==> src/rtl/hvac_sched_ctrl.sv <==
// hvac_sched_ctrl: heater/cooler sequencer driven by the temperature sensor.
// Adds hysteresis, a minimum run time, a post-run compressor lockout and a
// fire-alarm / enable abort. Only one actuator can be on at any time.
//
// Ports
//   Clk        in   1       system clock, rising edge
//   Rst        in   1       asynchronous active-high reset
//   en         in   1       HVAC enable; 0 blocks new runs and aborts a run
//   SFA        in   1       fire alarm; 1 blocks new runs and aborts a run
//   ST         in   TEMP_W  temperature, unsigned
//   heater     out  1       heater drive (registered)
//   cooler     out  1       cooler drive (registered)
//   hvac_state out  2       00 IDLE, 01 HEAT, 10 COOL, 11 LOCKOUT
module hvac_sched_ctrl #(
  parameter int unsigned TEMP_W      = 7,
  parameter int unsigned HEAT_ON_TH  = 50,
  parameter int unsigned HEAT_OFF_TH = 60,
  parameter int unsigned COOL_ON_TH  = 80,
  parameter int unsigned COOL_OFF_TH = 70,
  parameter int unsigned MIN_RUN     = 8,
  parameter int unsigned LOCKOUT     = 4,
  parameter int unsigned CNT_W       = 8
) (
  input  logic              Clk,
  input  logic              Rst,
  input  logic              en,
  input  logic              SFA,
  input  logic [TEMP_W-1:0] ST,
  output logic              heater,
  output logic              cooler,
  output logic [1:0]        hvac_state
);

  localparam logic [TEMP_W-1:0] HEAT_ON   = TEMP_W'(HEAT_ON_TH);
  localparam logic [TEMP_W-1:0] HEAT_OFF  = TEMP_W'(HEAT_OFF_TH);
  localparam logic [TEMP_W-1:0] COOL_ON   = TEMP_W'(COOL_ON_TH);
  localparam logic [TEMP_W-1:0] COOL_OFF  = TEMP_W'(COOL_OFF_TH);
  localparam logic [CNT_W-1:0]  RUN_INIT  = CNT_W'(MIN_RUN - 1);
  localparam logic [CNT_W-1:0]  LOCK_INIT = CNT_W'(LOCKOUT - 1);

  // Reject parameter sets that break the hysteresis ordering or overflow the counters.
  if (!(HEAT_ON_TH < HEAT_OFF_TH && HEAT_OFF_TH <= COOL_OFF_TH && COOL_OFF_TH < COOL_ON_TH)
      || MIN_RUN < 1 || MIN_RUN >= (1 << CNT_W)
      || LOCKOUT < 1 || LOCKOUT >= (1 << CNT_W)) begin : g_param_check
    $error("hvac_sched_ctrl: illegal parameter set");
  end

  typedef enum logic [1:0] {
    S_IDLE = 2'b00,
    S_HEAT = 2'b01,
    S_COOL = 2'b10,
    S_LOCK = 2'b11
  } state_t;

  state_t           state, state_nxt;
  logic [CNT_W-1:0] run_cnt, run_nxt;
  logic [CNT_W-1:0] lock_cnt, lock_nxt;
  logic             abort;

  // State, counters and actuator registers.
  always_ff @(posedge Clk or posedge Rst) begin
    if (Rst) begin
      state    <= S_IDLE;
      run_cnt  <= '0;
      lock_cnt <= '0;
      heater   <= 1'b0;
      cooler   <= 1'b0;
    end else begin
      state    <= state_nxt;
      run_cnt  <= run_nxt;
      lock_cnt <= lock_nxt;
      // Registered from the next state so the pins never see decode glitches.
      heater   <= (state_nxt == S_HEAT);
      cooler   <= (state_nxt == S_COOL);
    end
  end

  assign hvac_state = state;

  // Next-state and counter update.
  always_comb begin
    state_nxt = state;
    run_nxt   = (run_cnt == '0) ? '0 : run_cnt - CNT_W'(1);
    lock_nxt  = (lock_cnt == '0) ? '0 : lock_cnt - CNT_W'(1);
    abort     = SFA || !en;

    case (state)
      S_IDLE: begin
        if (!abort) begin
          if (ST < HEAT_ON) begin
            state_nxt = S_HEAT;
            run_nxt   = RUN_INIT;
          end else if (ST > COOL_ON) begin
            state_nxt = S_COOL;
            run_nxt   = RUN_INIT;
          end
        end
      end
      S_HEAT: begin
        // Abort wins over the minimum run time.
        if (abort || (run_cnt == '0 && ST >= HEAT_OFF)) begin
          state_nxt = S_LOCK;
          lock_nxt  = LOCK_INIT;
        end
      end
      S_COOL: begin
        if (abort || (run_cnt == '0 && ST <= COOL_OFF)) begin
          state_nxt = S_LOCK;
          lock_nxt  = LOCK_INIT;
        end
      end
      S_LOCK: begin
        // Fixed-length lockout, insensitive to SFA, en and ST.
        if (lock_cnt == '0) begin
          state_nxt = S_IDLE;
        end
      end
      default: begin
        state_nxt = S_IDLE;
      end
    endcase
  end

endmodule

==> config.mk <==
export PLATFORM = sky130hd
export DESIGN_NAME = hvac_sched_ctrl
export DESIGN_NICKNAME = d
export VERILOG_FILES = /design/src/rtl/hvac_sched_ctrl.sv
export SDC_FILE = /design/constraint.sdc
export NUM_CORES = 1
export LEC_CHECK = 0
export CELL_PAD_IN_SITES_DETAIL_PLACEMENT = 0
export CELL_PAD_IN_SITES_GLOBAL_PLACEMENT = 1
export CORE_UTILIZATION = 42
export CTS_CLUSTER_DIAMETER = 80
export DETAILED_ROUTE_END_ITERATION = 6
export PLACE_DENSITY_LB_ADDON = 0.1
export SYNTH_ARGS = -nofsm -noshare
export SYNTH_HDL_FRONTEND = slang
export SYNTH_SLANG_ARGS = --single-unit
export TNS_END_PERCENT = 100
==> constraint.sdc <==
create_clock -name Clk -period 2.4 [get_ports Clk]
set_clock_uncertainty 0.05 [all_clocks]
set_input_delay 0.24 -clock Clk [delete_from_list [all_inputs] [get_ports Clk]]
set_output_delay 0.24 -clock Clk [all_outputs]
set_load 0.03 [all_outputs]
**M2 wires**

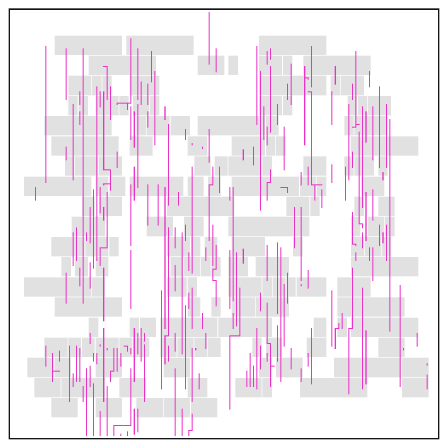
share of all routed wire	46%
nets with wire on the layer	142
main direction	vertical

**Clock network drawn from the DEF**

Scale bar: 20 µm.
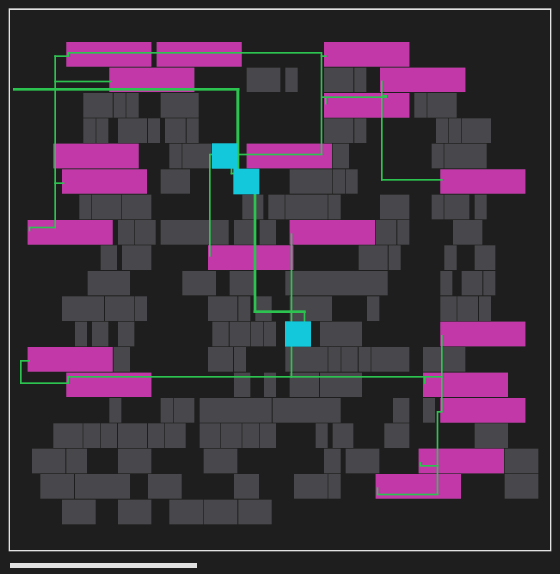
[magenta] flip-flops | count: 20
[cyan] cells driving clock nets | count: 3
[green] clock wires | length: 269 µm
flops lie	all over the die

**Metal layers overlaid**

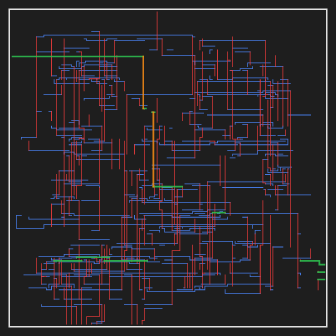
colour	layer	wire length
blue	met1	1230 µm
green	met3	58.2 µm
orange	met4	23.1 µm
red	met2	1130 µm

==> results.cfg <==
; generated from flow reports
[drt]
via_per_inst = 5.36
first_pass_iters = 6
drt_iter0_markers = 61
drc = 1
top_layer = met4

[clocking]
cts-resized-gates = 0
cts_sinks = 20
root_buffer = clkbuf_4
clk_pin_slew_ns = 0.12
max-clock-path-buffers = 2
htreeDepth = 1

[global_routing]
antenna_found_initial = 0
grt_overflow_total = 0

[synthesis]
synth-area-yosys_mm2 = 0.00131
ff_type = dfrtp_1
ys_sh_simple = 0.258
top_cells_by_count = 20 x dfrtp_1, 19 x nor2_1, 13 x inv_1
most_common_cell = dfrtp_1
edf_count = 0

[outcome]
violations = design-rule violations
status = finished with violations

[finish]
comb-cell-share = 0.493
lay_top_cells = 20 x dfrtp_1, 19 x nor2_1, 14 x clkdlybuf4s50_1
ff_count = 20
lay_top_count = dfrtp_1
clockBufferCount = 3

[setup_path]
startpoint = run_cnt[0]$_DFF_PP0_
cp_cell_sequence = inv_1 > ha_1 > or3b_2 > nor3_2 > o31ai_1 > o21ai_2 > nor2_1
critical_path_class = flip-flop to flip-flop
rr_worst_depth = 7
path_max_fanout = 5

[die]
die_area_mm2 = 0.00334
num_rows = 19
die_h_um = 57.8
ioPinCount = 15

[power_and_ir_drop]
p_int_mw = 1.18
p_switching_mw = 0.847
powerSeq_mw = 0.632
netSwitchingFraction = 0.419
clkPwrFrac = 0.138

[timing]
finalSetupViolCount = 0
period_used_share = 0.828

[placed_design]
post-dp-hpwl_um = 1920
